Run 1, clock network drawn from the DEF:
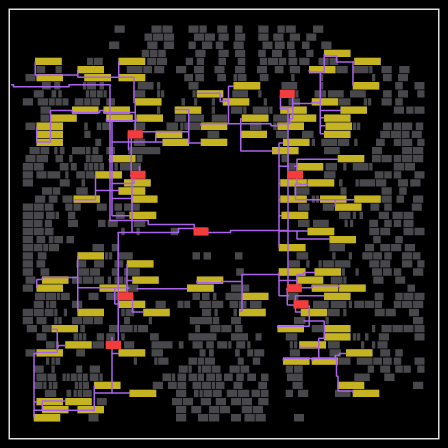
Run 1, local utilization:
The die is cut into 14 by 14 equal tiles; dark blue is low, red is high, 0 to 100% covered.
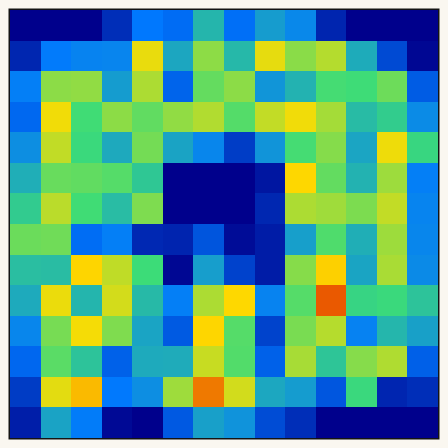
Run 1, selected gate families:
Scale bar: 50 um.
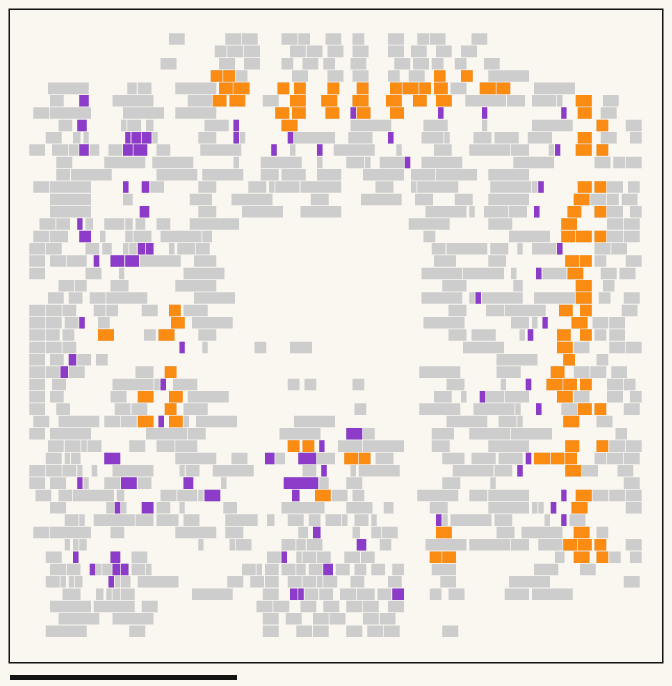
==> config.mk <==
export PLATFORM = sky130hd
export DESIGN_NAME = fwd_hazard_unit
export DESIGN_NICKNAME = d
export VERILOG_FILES = /design/src/rtl/fwd_pkg.sv /design/src/rtl/fwd_src_slice.sv /design/src/rtl/fwd_hazard_unit.sv
export SDC_FILE = /design/constraint.sdc
export NUM_CORES = 1
export LEC_CHECK = 0
export CORE_MARGIN = 4
export CORE_UTILIZATION = 32
export CTS_BUF_LIST = sky130_fd_sc_hd__clkbuf_2 sky130_fd_sc_hd__clkbuf_4 sky130_fd_sc_hd__clkbuf_8
export CTS_CLUSTER_DIAMETER = 50
export DETAILED_ROUTE_END_ITERATION = 7
export HOLD_SLACK_MARGIN = 0.1
export PLACE_DENSITY_LB_ADDON = 0.2
export SLEW_MARGIN = 20
export SYNTH_ARGS = -nofsm -noshare
export SYNTH_HDL_FRONTEND = slang
export SYNTH_SLANG_ARGS = --single-unit
export TNS_END_PERCENT = 30
==> constraint.sdc <==
create_clock -name CLK -period 7.9 [get_ports CLK]
set_clock_uncertainty 0.1 [all_clocks]
set_input_delay 1.58 -clock CLK [delete_from_list [all_inputs] [get_ports CLK]]
set_output_delay 1.58 -clock CLK [all_outputs]
set_load 0.1 [all_outputs]
==> metrics.yaml, run 1 <==
power_and_ir_drop:
  switching_share: 0.327
  switchingPower_mw: 0.409
  ir_drop_v: 0.000128
  p_comb_frac: 0.253
  sequentialPowerShare: 0.465
  pg_seq_mw: 0.583
synthesis:
  synth_top_cell_by_area: "dfrtp_1"
  ys_cells: 549
  synth_flop_count: 98
  avgSynthCellArea_sq_um: 10.7
  edf_count: 0
  yosys_area_sq_um: 5900
  synthFlopType: "dfrtp_1"
  yosys_warnings: 0
  area_leaders: "dfrtp_1 (42%), mux2_2 (7.8%), mux2_4 (7.6%)"
  synthCells: 549
  async_flop_share: 1.00
  top_cell_area_share: 0.416
finish:
  largest_register_ffs: 64
  drive_above_1_share: 0.188
  multi_input_comb_cells: 379
  fin_nets: 852
  seq_cells: 98
  area_growth_pct: 40.6
  largest_cell_class: "multi-input combinational cells"
  n_clock_buffer: 9
  n_all_inverters: 39
route:
  drc_errors: 0
  viasPerCell: 5.10
  finalWirelength_um: 17000
  drtAntennaViolNets: 0
  detail_route.first_pass.iterations: 4
  wl_per_cell_um: 17.5
flow_run:
  max-cap-violations: 0
  log.warning_count: 26
timing:
  setup-tns-final_ns: 0
  slew_viol_final: 0
  min_period_over_period: 0.843
  fmax_mhz: 150
  worst_slew_pin_slew_ns: 1.01
  setup_viol_count_final: 0
worst_setup_path:
  end_kind: "output pin"
  crit_top_cell: "clkdlybuf4s50_1"
  cp.depth: 7
  critical_path_arrival_ns: 4.98
  r2r_cells: 11
  critPathSlowestCell: "clkdlybuf4s50_1"
  max_stage_delay_ns: 1.14
  worstSetupPathType: "in -> out"
clocking:
  cts-resized-gates: 0
  clkTransAtPathRegs_ns: 0.10
  cts_tree: "done"
  cts_sinks: 98
  cts-root-buf: "clkbuf_8"
placed_design:
  place_hpwl_um: 12400
  routabilityCongestion: 0.902
min_path:
  hold_path_depth: 1
  hp-class: "reg -> reg"
global_route:
  grt_pass1_vias: 5229
  grt_remaining_overflow: 0
die:
  taps: 229
  die_w_um: 144
  pin_count: 207
  die_y_um: 144
  fp-row-count: 49
status:
  status: "completed"
About 'clock network drawn from the DEF':
[clock wires] purple | length: 1,300 um
[flip-flops] yellow | count: 98
[clock-net drivers] red | count: 9
flops lie: widely spread
Late-Pin Clk Latency: 0.38 ns
Clk. pwr: 0.354 mW
Clk pwr share: 0.283

About 'local utilization':
nearly empty tiles: 10%
mean over tiles: 39%
emptiest ninth of the die: center
fin util: 0.460
Core Area: 18,000 sq um
Initial Util: 0.327

About 'selected gate families':
| family | color | cells | most used |
|---|---|---|---|
| nor cells | purple | 79 | nor2_1 |
| non-inverting ao/oa cells | orange | 97 | a221o_1 |
Cell Count, Final, Fillers Out: 975
Comb/total area: 0.380
Commonest Layout Cell: clkdlybuf4s50_1

## run 1: worst reg2reg max path, cell delays in order (launching register included)
cell and delay, ns:
dfrtp_1 0.43, o21ai_0 0.23, nand2_1 0.14, o21ai_0 0.10, fa_1 0.50, inv_1 0.09, ha_1 0.15, and4b_1 0.26
nand3_1 0.21, nor3_1 0.30, nand4_1 0.52, o21ai_0 0.23
## run 1: synthesized netlist by cell type (all sizes together) (4+ instances only)
cell type	count
xor2	30
nor4	10
a221o	34
buf	10
dfrtp	98
inv	39
a21o	30
nand2	27
nor3	11
or4	4
o21ai	5
nor2	47
mux2	71
a22o	30
nand3	8
nand4	6
xnor2	21
clkbuf	23
## run 1: routing by layer
| metal | GRT usage | routed length (um) | vias up | part of all wire |
|---|---|---|---|---|
| met2 | 0.273 | 7850 | 153 | 0.46 |
| met1 | 0.214 | 7780 | 2430 | 0.46 |
| li1 | - | - | 2376 | - |
| met5 | 0 | 0 | - | 0 |
| met3 | 0.0356 | 1250 | 11 | 0.073 |
| met4 | 0.0421 | 162 | 0 | 0.0095 |
## run 1: per-stage QoR
step	instances	worst slack (ns)	hold WS (ns)	total power, mW	instance area, sq um
finish	975	1.24	0.414	1.25	8290
global placement	959	1.25	0.384	0.904	8080
detailed placement	959	1.23	0.393	0.910	8080
CTS	975	1.22	0.416	1.27	8290
floorplan	549	0.907	0.373	0.786	5900
global route	975	1.06	0.430	1.31	8290
## run 1: cells by family after synthesis
group / Yosys count / synth area share
and+or+nand+nor: 141 / 0.125
AOI/OAI and AO/OA: 112 / 0.161
DFF: 98 / 0.416
buffers and inverters: 72 / 0.0585
xor gates and xnor gates: 51 / 0.0757
adders and majority gates: 3 / 0.00764
muxes: 72 / 0.156
==> run 2: changes to the inputs <==
==> constraint.sdc (replaced) <==
create_clock -name CLK -period 5.55 [get_ports CLK]
set_clock_uncertainty 0.1 [all_clocks]
set_input_delay 1.11 -clock CLK [delete_from_list [all_inputs] [get_ports CLK]]
set_output_delay 1.11 -clock CLK [all_outputs]
set_load 0.1 [all_outputs]
Run 2, metal layers overlaid:
Scale bar: 50 um.
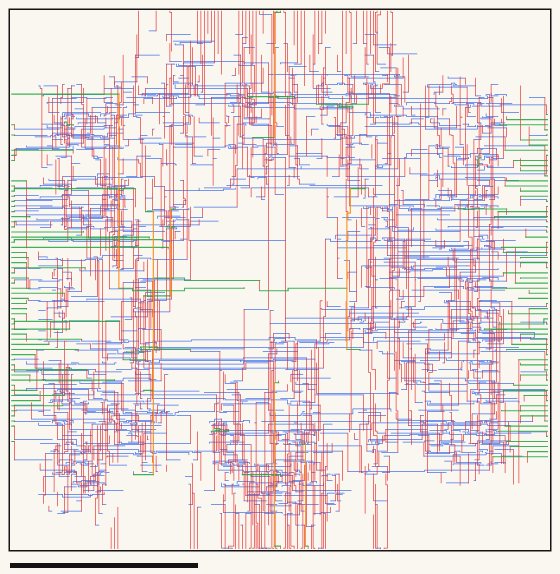
| layer | color | wire length |
|---|---|---|
| M1 | blue | 7,990 um |
| M3 | green | 1,190 um |
| M2 | red | 8,570 um |
| M4 | orange | 293 um |
wire per inst: 18.5 um
Total GRT Usage: 0.173
final wirelength: 18,000 um
via count: 5,077

==> metrics.yaml, run 2 <==
synthesis:
  yosys_area_sq_um: 5900  # unchanged
  yosysMostFrequentCell: "dfrtp_1"
  async_flop_share: 1.00  # unchanged
  avgSynthCellArea_sq_um: 10.7  # unchanged
  synth_flop_count: 98  # unchanged
  top_cell_area_share: 0.416  # unchanged
timing:
  fmax_mhz: 200
  setup-tns-final_ns: 0  # unchanged
  setup_viol_count_final: 0  # unchanged
  slew_viol_final: 0  # unchanged
  min_period_over_period: 0.901
global_route:
  grt_remaining_overflow: 0  # unchanged
  grt_pass1_vias: 5371  # +2.7%
route:
  detail_route.first_pass.iterations: 4  # unchanged
  drc_errors: 0  # unchanged
  drtAntennaViolNets: 0  # unchanged
  highest_layer: "met4"
clocking:
  cts_sinks: 98  # unchanged
  cts_tree: "done"
  clkTransAtPathRegs_ns: 0.10  # about the same
die:
  initCoreUtil: 0.327  # unchanged
  die_y_um: 144  # unchanged
  pin_count: 207  # unchanged
finish:
  largest_register_ffs: 64  # unchanged
  design_area_sq_um: 8910  # +7.5%
  area_growth_pct: 51.1
  drive_above_1_share: 0.234  # +0.0463
  fin_nets: 855  # +0.35%
placed_design:
  place_area_sq_um: 8700  # +7.6%
  routabilityCongestion: 0.889  # -1.4%
status:
  status: "completed"
min_path:
  hp-class: "reg -> reg"
worst_setup_path:
  cp.depth: 10  # +3
  end_kind: "output pin"
  max_stage_delay_ns: 0.51  # -0.63 ns
  crit_top_cell: "buf_4"
  worstSetupPathType: "in -> out"
flow_run:
  log.warning_count: 26  # unchanged
  max-cap-violations: 0  # unchanged
power_and_ir_drop:
  ir_drop_v: 0.000209  # +63%
==> run 2: metal layers <==
metal | global-route usage | vias up
met5 | 0 | -
met4 | 0.0520 | 0
met3 | 0.0399 | 17
met2 | 0.288 | 171
met1 | 0.224 | 2512
li1 | - | 2377
==> run 2: cell type report <==
class                   instances  area (sq um)
clock buffers                   9           124
clock inverters                 6          92.6
fillers                      1595          9110
inverters                      39           150
multi-input cells             379          3160
flip-flops and latches         98          2450
well taps                     229           287
repair buffers                217          2650
==> run 2: per-stage QoR <==
step                      utilization  hold slack [ns]  power, mW  setup WS, ns  cells
after floorplan                     -            0.373       1.12         0.635    549
after global placement          0.482            0.383       1.31         0.562    962
after global routing            0.495            0.419       1.89         0.389    977
final                           0.495            0.412       1.81         0.551    977
after CTS                       0.495            0.413       1.83         0.554    977
after detailed placement        0.483            0.386       1.32         0.380    962
==> run 2: kinds of logic (layout without fill, tap and decap cells) <==
group                      Yosys count  count (layout)  synth area share
xor gates and xnor gates            51              51            0.0757
buffers and inverters               72             271            0.0585
AOI/OAI and AO/OA                  112             112             0.161
adders and majority gates            3               3           0.00764
and+or+nand+nor                    141             141             0.125
DFF                                 98              98             0.416
muxes                               72              72             0.156
==> run 2: power by group <==
| part | switching, mW | internal (mW) | total [mW] |
|---|---|---|---|
| Combinational | 0.259 | 0.211 | 0.470 |
| Clock | 0.256 | 0.253 | 0.509 |
| Sequential | 0.0459 | 0.783 | 0.829 |
Power and IR drop assume default switching activity.
